<file path="src/rtl/systolic_result_drain.sv">
// Drains NUM_PE accumulated PE results onto a valid/ready stream after a settle period.
// Define DRAIN_SNAPSHOT_EN to capture all words into a local bank on entry to streaming.
module systolic_result_drain #(
  parameter int unsigned WIDTH         = 16,
  parameter int unsigned NUM_PE        = 4,
  parameter int unsigned SETTLE_CYCLES = 8
) (
  input  logic                    clk,
  input  logic                    reset,
  input  logic                    start,
  input  logic [NUM_PE*WIDTH-1:0] in_c_flat,
  output logic                    pe_done_flag,
  output logic [WIDTH-1:0]        m_tdata,
  output logic                    m_tvalid,
  input  logic                    m_tready,
  output logic                    m_tlast,
  output logic                    busy,
  output logic                    clear_req
);

  localparam int unsigned IdxW = (NUM_PE > 1) ? $clog2(NUM_PE) : 1;
  localparam int unsigned CntW = (SETTLE_CYCLES > 1) ? $clog2(SETTLE_CYCLES) : 1;
  localparam logic [IdxW-1:0] LastIdx    = IdxW'(NUM_PE - 1);
  localparam logic [CntW-1:0] SettleInit = CntW'(SETTLE_CYCLES - 1);

  localparam logic [2:0] StIdle   = 3'd0;
  localparam logic [2:0] StFlush  = 3'd1;
  localparam logic [2:0] StSettle = 3'd2;
  localparam logic [2:0] StStream = 3'd3;
  localparam logic [2:0] StClear  = 3'd4;

  logic [2:0]        state_q, state_d;
  logic [CntW-1:0]   cnt_q, cnt_d;
  logic [IdxW-1:0]   idx_q, idx_d;
  logic              load;
  logic              xfer;
  logic [WIDTH-1:0]  word_sel;
  logic [NUM_PE*WIDTH-1:0] src_flat;

  logic              pe_done_flag_q, pe_done_flag_d;
  logic [WIDTH-1:0]  m_tdata_q, m_tdata_d;
  logic              m_tvalid_q, m_tvalid_d;
  logic              m_tlast_q, m_tlast_d;
  logic              busy_q, busy_d;
  logic              clear_req_q, clear_req_d;

  assign xfer = m_tvalid_q & m_tready;

  always_comb begin
    state_d = state_q;
    cnt_d   = cnt_q;
    idx_d   = idx_q;
    load    = 1'b0;
    case (state_q)
      StIdle: begin
        if (start) state_d = StFlush;
      end
      StFlush: begin
        state_d = StSettle;
        cnt_d   = SettleInit;
      end
      StSettle: begin
        if (cnt_q == '0) begin
          state_d = StStream;
          idx_d   = '0;
          load    = 1'b1;
        end else begin
          cnt_d = cnt_q - 1'b1;
        end
      end
      StStream: begin
        if (xfer) begin
          if (idx_q == LastIdx) begin
            state_d = StClear;
          end else begin
            idx_d = idx_q + 1'b1;
            load  = 1'b1;
          end
        end
      end
      StClear: state_d = StIdle;
      default: state_d = StIdle;
    endcase
  end

`ifdef DRAIN_SNAPSHOT_EN
  logic [NUM_PE*WIDTH-1:0] bank_q, bank_d;

  // Bank loads on the same edge that enters streaming, so the first word reads through.
  always_comb begin
    bank_d = bank_q;
    if (state_q == StSettle && state_d == StStream) bank_d = in_c_flat;
  end

  always_ff @(posedge clk) begin
    if (reset) bank_q <= '0;
    else       bank_q <= bank_d;
  end

  assign src_flat = bank_d;
`else
  assign src_flat = in_c_flat;
`endif

  always_comb begin
    word_sel = '0;
    for (int unsigned i = 0; i < NUM_PE; i++) begin
      if (idx_d == IdxW'(i)) word_sel = src_flat[i*WIDTH +: WIDTH];
    end
  end

  always_comb begin
    pe_done_flag_d = (state_d == StFlush);
    busy_d         = (state_d != StIdle);
    clear_req_d    = (state_d == StClear);
    m_tvalid_d     = (state_d == StStream);
    m_tlast_d      = m_tvalid_d && (idx_d == LastIdx);
    m_tdata_d      = load ? word_sel : m_tdata_q;
  end

  always_ff @(posedge clk) begin
    if (reset) begin
      state_q        <= StIdle;
      cnt_q          <= '0;
      idx_q          <= '0;
      pe_done_flag_q <= 1'b0;
      m_tdata_q      <= '0;
      m_tvalid_q     <= 1'b0;
      m_tlast_q      <= 1'b0;
      busy_q         <= 1'b0;
      clear_req_q    <= 1'b0;
    end else begin
      state_q        <= state_d;
      cnt_q          <= cnt_d;
      idx_q          <= idx_d;
      pe_done_flag_q <= pe_done_flag_d;
      m_tdata_q      <= m_tdata_d;
      m_tvalid_q     <= m_tvalid_d;
      m_tlast_q      <= m_tlast_d;
      busy_q         <= busy_d;
      clear_req_q    <= clear_req_d;
    end
  end

  assign pe_done_flag = pe_done_flag_q;
  assign m_tdata      = m_tdata_q;
  assign m_tvalid     = m_tvalid_q;
  assign m_tlast      = m_tlast_q;
  assign busy         = busy_q;
  assign clear_req    = clear_req_q;

endmodule

</file>
<file path="config.mk">
export PLATFORM = sky130hd
export DESIGN_NAME = systolic_result_drain
export DESIGN_NICKNAME = d
export VERILOG_FILES = /design/src/rtl/systolic_result_drain.sv
export SDC_FILE = /design/constraint.sdc
export NUM_CORES = 1
export LEC_CHECK = 0
export CAP_MARGIN = 15
export CORE_MARGIN = 2
export CORE_UTILIZATION = 40
export DETAILED_ROUTE_END_ITERATION = 8
export MAX_ROUTING_LAYER = met4
export PLACE_DENSITY = 0.78
export SLEW_MARGIN = 15
export SYNTH_ARGS = -nofsm -noshare
export SYNTH_HDL_FRONTEND = slang
export SYNTH_SLANG_ARGS = --single-unit
</file>
<file path="constraint.sdc">
create_clock -name clk -period 4.7 [get_ports clk]
set_clock_uncertainty 0.05 [all_clocks]
set_input_delay 1.41 -clock clk [delete_from_list [all_inputs] [get_ports clk]]
set_output_delay 1.41 -clock clk [all_outputs]
set_load 0.1 [all_outputs]
</file>
==> out/qor.yml, run 1 <==
status: "finished clean"
ff2ff_setup_slack_ns: 2.02
comb_area_share_pct: 37.3
synth_xor_xnor_area_share_pct: 0
grt_first_pass_wirelength_um: 8820
n_all_buffers: 89
power_density_mw_per_mm2: 285
port_buffers: 88
grt_setup_unrepaired: "false"
top_area_cell: "dfxtp_1"
simple_gate_share_pct: 20.5
postCtsSetupBuffers: 0
cpMaxStageDelayCell: "clkdlybuf4s50_1"
topCellsByArea: "dfxtp_1 34%, and3_1 8.0%, a221oi_2 7.8%, a211oi_1 7.0%, o31ai_1 7.0%"
aoi_share_pct: 34.3
hold_viol_final: 0
relSlewSlack_pct: 32.7
worst-path-stages: 6
cp_top_family: "AND-OR/OR-AND gates"
cts_tree: "built"
grt_use_met3_pct: 5.09
final-clk-cell-share_pct: 3.86
tns_ns: 0
drv_cap: 0
gp_congestion: 0.828
cts_max_path_buffers: 2
synth_flops: 29
nClkBuffers: 7
dr_total_vias: 1766
hpwlAfterDp_um: 3640
fin_cells: 310
synth_area_mm2: 0.00172
syn-instance-count: 182
avgSynthCellArea_um2: 9.47
fp.dieH_um: 69.7
ctsHoldBuffers: 0
io_pins: 89
pre_cts_slack_ns: 1.05
holdCritStartpoint: "m_tdata[11]"
ys_types: 42
crit_chain: "clkdlybuf4s50_1, and3_1, a31o_2, nand2_4, a221oi_1, o31ai_1"
core_area_mm2: 0.00409
period_used_pct: 72.0
drt_pass1_iterations: 4
multi_input_comb_cells: 131
critPathCaptureType: "flop"
path_buffers: 1
max_freq_ghz: 0.295
die_x_um: 69.7
reg2reg_depth: 7
drc: 0
routed-wl-met2_um: 2420
total_power_uw: 748
logic_area_um2: 978
ys_sh_adder_pct: 1.45
rows: 23
reg2reg_to: "m_tdata[2]"
n_fill_cell: 358
clk_pin_slew_ns: 0.07
num_antenna_cells: 0
sh_seq_area_pct: 22.1
final_util_pct: 64.2
initial_core_util_pct: 42.2
detailedRoute.firstIterationViolations: 92
hold_ws_ns: 0.405
muxShareOfSynthArea_pct: 0.581
hp-class: "reg -> reg"
largest_class: "logic gates"
drive_gt1_share_pct: 9.23
[run 1: registers in the layout (all words and copies together), names as in the netlist]
signal and cells:
idx_q 2, cnt_q 3, m_tlast 1, busy 1, state_q 3, pe_done_flag 1
clear_req 1, m_tvalid 1, m_tdata 16
[run 1: cell usage after synthesis (2+ instances only)]
library cell / count
a211oi_1: 16
a21oi_1: 4
a221oi_1: 8
a221oi_2: 9
a31oi_1: 2
and3_1: 22
buf_2: 2
buf_4: 2
buf_6: 8
clkbuf_1: 5
dfxtp_1: 29
ha_1: 2
inv_1: 3
nand2_1: 17
nand2b_1: 3
nor2_1: 9
o31ai_1: 16
[run 1: where the power goes]
group	switching (uW)	leakage, uW	internal (uW)	total (uW)
registers	16.1	0.000236	263	279
logic	136	0.000705	98.5	234
clock network	102	0.0000542	132	234
run_1/pins.png
(6 px per um) Pins as bars across the die edge, other pins in grey.
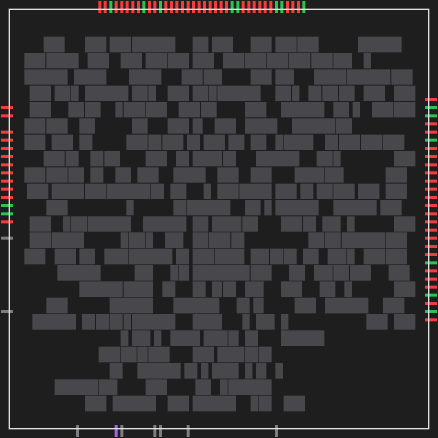
port	colour	pins	direction	edge
`start`	purple	1	input	south
`in_c_flat`	red	64	input	30 north, 22 east, 12 west
`m_tdata`	green	16	output	8 north, 6 east, 2 west
all pins by edge	38 north, 28 east, 16 west, 7 south

run_1/met2.png
(6 px per um)
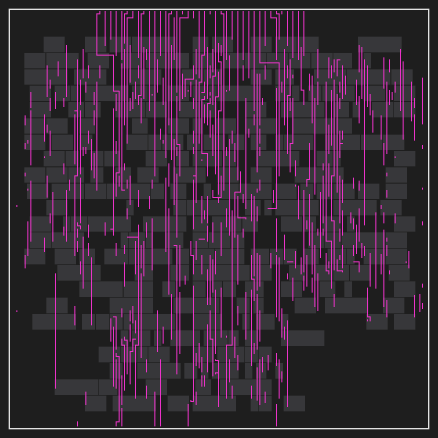
share of all routed wire	46%
wire length on this layer	2,420 um
main direction	vertical
nets with wire on the layer	285
longest straight run	29.4 um

run_1/wire_density.png
(6 px per um) 14 x 14 tiles, from dark blue (low) to red (high), scaled to the fullest tile. Values are wire area over tile area, all layers added.
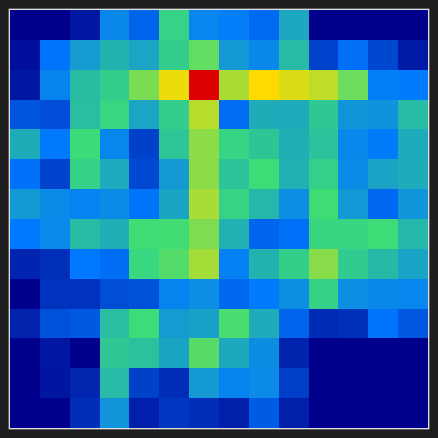
densest ninth of the die	north
fullest tile	0.59
tiles over half the peak	13%
mean over tiles	0.17
nearly empty tiles	12%
emptiest ninth of the die	south-east

run_1/met3.png
(6 px per um)
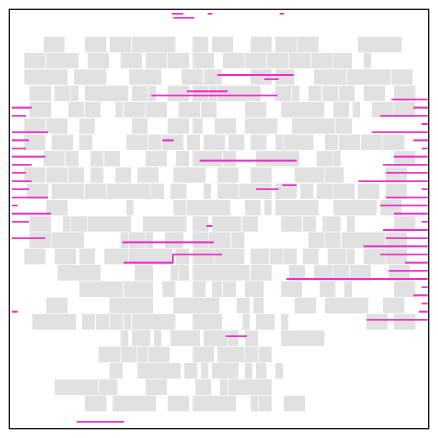
main direction	horizontal
wire length on this layer	325 um
share of all routed wire	6.2%
longest straight run	23.2 um
nets with wire on the layer	55

==> inputs of run 2 (changes only) <==
--- a/config.mk
+++ b/config.mk
@@ -7,10 +7,10 @@
 export LEC_CHECK = 0
 export CAP_MARGIN = 15
 export CORE_MARGIN = 2
-export CORE_UTILIZATION = 40
+export CORE_UTILIZATION = 36
 export DETAILED_ROUTE_END_ITERATION = 8
 export MAX_ROUTING_LAYER = met4
-export PLACE_DENSITY = 0.78
+export PLACE_DENSITY = 0.74
 export SLEW_MARGIN = 15
 export SYNTH_ARGS = -nofsm -noshare
 export SYNTH_HDL_FRONTEND = slang
==> constraint.sdc (replaced) <==
create_clock -name clk -period 3.1 [get_ports clk]
set_clock_uncertainty 0.05 [all_clocks]
set_input_delay 0.93 -clock clk [delete_from_list [all_inputs] [get_ports clk]]
set_output_delay 0.93 -clock clk [all_outputs]
set_load 0.1 [all_outputs]
==> run 2 against run 1 <==
Against the previous run: design area fell by 0.67%; worst setup slack worse by 0.85 ns; sequential share of layout area rose by 0.15 points; via count grew 0.96%; critical path type unchanged; highest routed layer unchanged.
==> out/qor.yml, run 2 <==
cts_tree: "built"
reg2reg_depth: 8
ff2ff_setup_slack_ns: 0.65
hp-class: "reg -> reg"
initial_core_util_pct: 37.0
routed-wl-met2_um: 2590
p_switching_uw: 377
top_cells_by_count: "29 x dfxtp_1, 22 x and3_1, 17 x nand2_1, 16 x a211oi_1, 16 x o31ai_1"
seqPwrFrac_pct: 37.7
ys_sh_adder_pct: 1.45
comb_cell_power_uw: 352
cpMaxStageDelayCell: "clkdlybuf4s50_1"
grt_use_met3_pct: 5.11
port_buffers: 88
ys_types: 42
die_x_um: 73.2
synth_xor_xnor_area_share_pct: 0
core_area_mm2: 0.00466
simple_gate_share_pct: 20.5
grt_first_pass_wirelength_um: 8310
swShare_pct: 33.6
p_int_uw: 746
num_antenna_cells: 0
drv_cap: 0
status: "finished clean"
synth.most_common_cell: "dfxtp_1"
relSlewSlack_pct: 43.4
ctsHoldBuffers: 0
period_used_pct: 85.1
total_power_uw: 1120
drive_gt1_share_pct: 18.6
fin_cells: 318
crit_chain: "clkdlybuf4s50_1, and3_1, a31o_2, nand2_4, a221oi_2, o31ai_1"
n_fill_cell: 412
aoi_share_pct: 34.3
holdCritStartpoint: "m_tdata[2]"
[run 2: area by class of cell]
type | count | area [um^2] | share of cell area, %
multi-input cells | 131 | 978 | 37.6
repair buffers | 93 | 866 | 33.2
flip-flops and latches | 29 | 581 | 22.3
clock buffers | 7 | 96.3 | 3.70
well taps | 54 | 67.6 | 2.59
inverters | 3 | 11.3 | 0.432
clock inverters | 1 | 5.00 | 0.192
[run 2: worst max path at each step]
stage | end | from | slack [ns] | depth (start not counted)
2_1_floorplan | m_tdata[2] | m_tvalid | 0.70 | 6
3_3_place_gp | m_tdata[15] | m_tready | 0.24 | 6
3_5_place_dp | m_tdata[8] | m_tready | 0.20 | 6
4_1_cts | m_tdata[8] | m_tready | 0.49 | 6
5_1_grt | m_tdata[0] | m_tready | 0.35 | 6
6_report | m_tdata[8] | m_tready | 0.46 | 6
run_2/met3.png
(6 px per um)
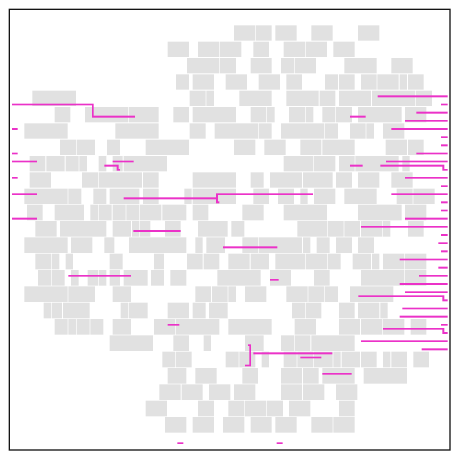
share of all routed wire	6.1%
nets with wire on the layer	51

run_2/wire_density.png
(4 px per um) 15 x 15 tiles, from dark blue (low) to red (high), scaled to the fullest tile. Values are wire area over tile area, all layers added.
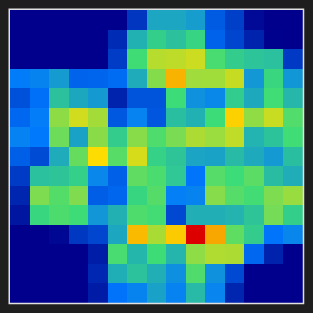
emptiest ninth of the die	south-west
fullest tile	0.48
nearly empty tiles	19%

No activity file was given, so power comes from the tool's default toggle rates.
